**src/rtl/oled_glyph_serializer.sv**
```systemverilog
// Serializes an 8x8 glyph fetched from a character ROM onto the OLED SPI pins,
// column bytes left to right, MSB first, with sclk idling high.
module oled_glyph_serializer #(
    parameter int SCLK_DIV = 4
) (
    input  logic        clk,
    input  logic        rst_n,
    input  logic [6:0]  char_code,
    input  logic        char_valid,
    output logic        char_ready,
    output logic [6:0]  rom_addr,
    input  logic [63:0] rom_data,
    output logic        sclk,
    output logic        sdin,
    output logic        busy,
    output logic        done
);

    localparam logic [2:0] IDLE     = 3'd0;
    localparam logic [2:0] FETCH    = 3'd1;
    localparam logic [2:0] SHIFT_LO = 3'd2;
    localparam logic [2:0] SHIFT_HI = 3'd3;
    localparam logic [2:0] DONE     = 3'd4;

    localparam logic [7:0] HALF_LAST = 8'(SCLK_DIV - 1);

    logic [2:0]  state;
    logic [63:0] shreg;
    logic [6:0]  bitcnt;
    logic [6:0]  bitcnt_inc;
    logic [7:0]  hcnt;
    logic        half_end;

    assign half_end   = (hcnt == HALF_LAST);
    assign bitcnt_inc = bitcnt + 7'd1;

    // Gated by rst_n so the block never advertises readiness while held in reset.
    assign char_ready = rst_n && (state == IDLE);
    assign busy       = (state != IDLE);
    assign done       = (state == DONE);

    // NOTE: every register below is updated with <= so all state sees the
    // pre-edge values of its neighbours, exactly like the flops it infers.
    always_ff @(posedge clk or negedge rst_n) begin
        if (!rst_n) begin
            state    <= IDLE;
            rom_addr <= '0;
            shreg    <= '0;
            bitcnt   <= '0;
            hcnt     <= '0;
            sclk     <= 1'b1;
            sdin     <= 1'b0;
        end else begin
            case (state)
                IDLE: begin
                    if (char_valid) begin
                        rom_addr <= char_code;
                        hcnt     <= '0;
                        state    <= FETCH;
                    end
                end
                FETCH: begin
                    shreg  <= rom_data;
                    bitcnt <= '0;
                    hcnt   <= '0;
                    sclk   <= 1'b0;
                    sdin   <= rom_data[63];
                    state  <= SHIFT_LO;
                end
                SHIFT_LO: begin
                    if (half_end) begin
                        hcnt  <= '0;
                        sclk  <= 1'b1;
                        state <= SHIFT_HI;
                    end else begin
                        hcnt <= hcnt + 8'd1;
                    end
                end
                SHIFT_HI: begin
                    if (half_end) begin
                        hcnt   <= '0;
                        shreg  <= {shreg[62:0], 1'b0};
                        bitcnt <= bitcnt_inc;
                        if (bitcnt_inc == 7'd64) begin
                            sdin  <= 1'b0;
                            state <= DONE;
                        end else begin
                            // Next bit is presented together with the falling sclk.
                            sclk  <= 1'b0;
                            sdin  <= shreg[62];
                            state <= SHIFT_LO;
                        end
                    end else begin
                        hcnt <= hcnt + 8'd1;
                    end
                end
                DONE: begin
                    hcnt  <= '0;
                    state <= IDLE;
                end
                default: begin
                    sclk  <= 1'b1;
                    sdin  <= 1'b0;
                    state <= IDLE;
                end
            endcase
        end
    end

endmodule

```
**config.mk**
```make
export PLATFORM = sky130hd
export DESIGN_NAME = oled_glyph_serializer
export DESIGN_NICKNAME = d
export VERILOG_FILES = /design/src/rtl/oled_glyph_serializer.sv
export SDC_FILE = /design/constraint.sdc
export NUM_CORES = 1
export LEC_CHECK = 0
export ABC_CLOCK_PERIOD_IN_PS = 2400
export CAP_MARGIN = 30
export CORE_MARGIN = 2
export CORE_UTILIZATION = 35
export CTS_CLUSTER_SIZE = 30
export DETAILED_ROUTE_END_ITERATION = 8
export PLACE_DENSITY = 0.66
export SLEW_MARGIN = 20
export SYNTH_ARGS = -nofsm -noshare
export SYNTH_HDL_FRONTEND = slang
export SYNTH_SLANG_ARGS = --single-unit
```
**constraint.sdc**
```tcl
create_clock -name clk -period 2.4 [get_ports clk]
set_input_delay 0.72 -clock clk [delete_from_list [all_inputs] [get_ports clk]]
set_output_delay 0.72 -clock clk [all_outputs]
set_load 0.1 [all_outputs]
```
### Placement by cell class

Scale bar: 20 um. Fill, decap, tap and diode cells in grey.
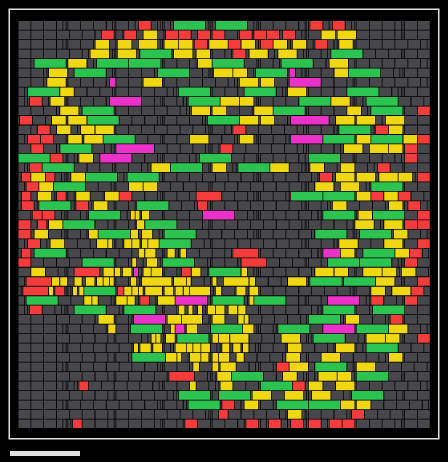
| colour | class | cells |
|---|---|---|
| green | sequential cells | 90 |
| yellow | combinational and other logic | 237 |
| magenta | clock drivers and dummy loads | 16 |
| red | remaining buffers and delay cells | 94 |
Core Region: 0.0138 sq mm
Final Util: 45.0%
Final Cell Area: 0.00622 sq mm

### Logic cells by family

Scale bar: 20 um.
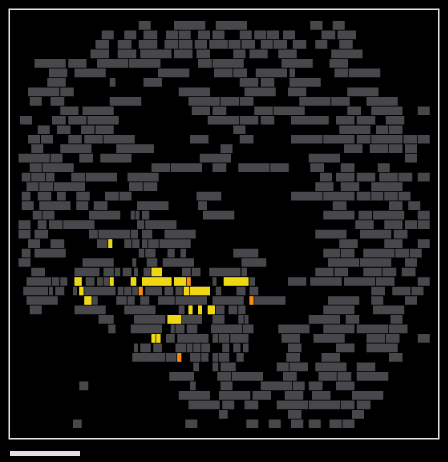
| colour | family | cells |
|---|---|---|
| orange | inv cells | 4 |
| yellow | nor cells | 18 |
fraction of area in multi-input gates: 39.1%
Commonest Layout Cell: dfrtp_1
Layout Cells excl Fill: 617

### The metal 4 layer

Scale bar: 20 um.
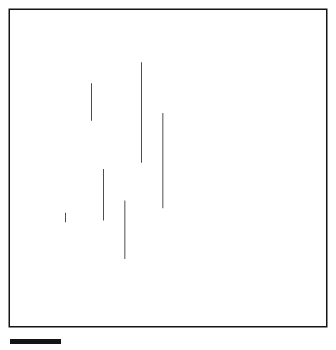
wire length on this layer: 135 um
longest straight run: 38.8 um
share of all routed wire: 1.4%
nets with wire on the layer: 5
total wire length: 9910 um
vias after detailed routing: 3087

### Placed standard cells

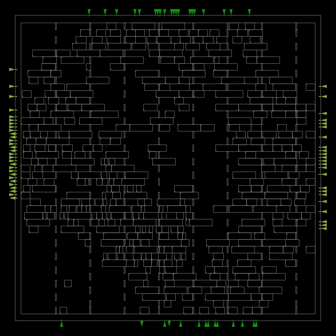
Tap Cells: 180
FILL cells: 1223
Site Rows: 43
flop count: 90
sequential cell area share: 36.3%

### Wiring by layer

Scale bar: 20 um.
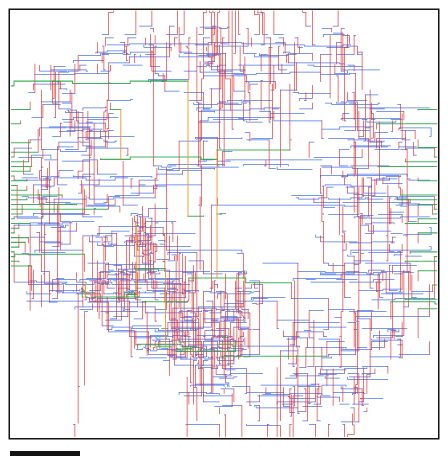
| colour | layer | wire length |
|---|---|---|
| green | metal 3 | 600 um |
| red | metal 2 | 4510 um |
| orange | metal 4 | 135 um |
| blue | metal 1 | 4670 um |
WL per Instance: 16.1 um
Total GRT Usage: 14.0%

==> impl_metrics.json <==
{
  "logic_family": "multiplexers",
  "cp-startpoint": "state[1]$_DFFE_PN0P_",
  "tool_warnings": 26,
  "intPower_mw": 2.71,
  "rrSetupSlack_ns": 0.35,
  "post-route-drc-count": 0,
  "grt_pass1_vias": 3265,
  "drt_pass1_iterations": 5,
  "globalRouteMet2Util_pct": 21.3,
  "tns_ns": 0,
  "crit_required_ns": 1.68,
  "buffer_area_share_pct": 15.6,
  "die_w_um": 123,
  "buffers_excl_clock": 94,
  "largest_reg_flops": 63,
  "mux_area_share_pct": 34.6,
  "yosys_warnings": 0,
  "n_all_inverters": 4,
  "top_area_cell": "dfrtp_1",
  "fp_util_pct": 35.7,
  "cp-end-kind": "output pin",
  "yosys.area_share.simple_pct": 7.15,
  "comb_area_sq_mm": 0.00243,
  "comb_cell_power_mw": 0.287,
  "path_buffers": 1,
  "ys_seq_share_pct": 45.7,
  "clockRootBuffer": "clkbuf_16",
  "worstReg2RegEnd": "shreg[18]$_DFFE_PN0P_",
  "max-slew-margin-rel_pct": 60.1,
  "whs_ns": 0.478,
  "ir_drop_uv": 302,
  "yosysMostFrequentCell": "dfrtp_1",
  "sequentialPower_mw": 1.59,
  "synth-edff-count": 0,
  "met2_length_um": 4510,
  "yosys_cells": 349,
  "power.group.top": "registers",
  "drive_above_1_share_pct": 41.6,
  "final_cell_mix": "dfrtp_1, mux2_2, clkdlybuf4s50_1",
  "timing.final.hold_violations": 0,
  "cp_max_fo": 11,
  "io_buffers": 85,
  "period_used_pct": 96.3,
  "switchingPower_mw": 0.693,
  "outcome": "completed",
  "nClkBuffers": 11,
  "final_nets": 508,
  "ff_type": "dfrtp_1",
  "slew_viol_final": 0,
  "wl_met3_um": 600,
  "clock-skew-final_ns": 0.0102,
  "synthesis.nets": 425,
  "placed_area_sq_mm": 0.00590,
  "drtAntennaViolNets": 0,
  "rr_worst_depth": 6,
  "critPathTopFamily": "simple AND/OR/NAND/NOR gates",
  "grt.overflow.total": 0,
  "leakage_nw": 2.69,
  "rsz0062_at_grt": "no",
  "adder_share_pct": 0.507,
  "top_regs": "shreg x63, hcnt x8",
  "async_flop_share_pct": 100,
  "flop_area_sq_mm": 0.00225,
  "grt_first_pass_wirelength_um": 16500,
  "pwr.group.clock_mw": 1.52,
  "period_needed_ns": 2.31,
  "slowest_delay_ns": 0.51,
  "dp.cells": 601,
  "routed.top_layer": "met4",
  "power_frac_seq_pct": 46.9,
  "largest_register": "shreg",
  "xor_share_pct": 0.355,
  "r2r-start": "hcnt[0]$_DFFE_PN0P_",
  "antenna_cells": 0,
  "cts.repair.resized": 0,
  "yosys_area_sq_mm": 0.00493,
  "endpoint": "done"
}
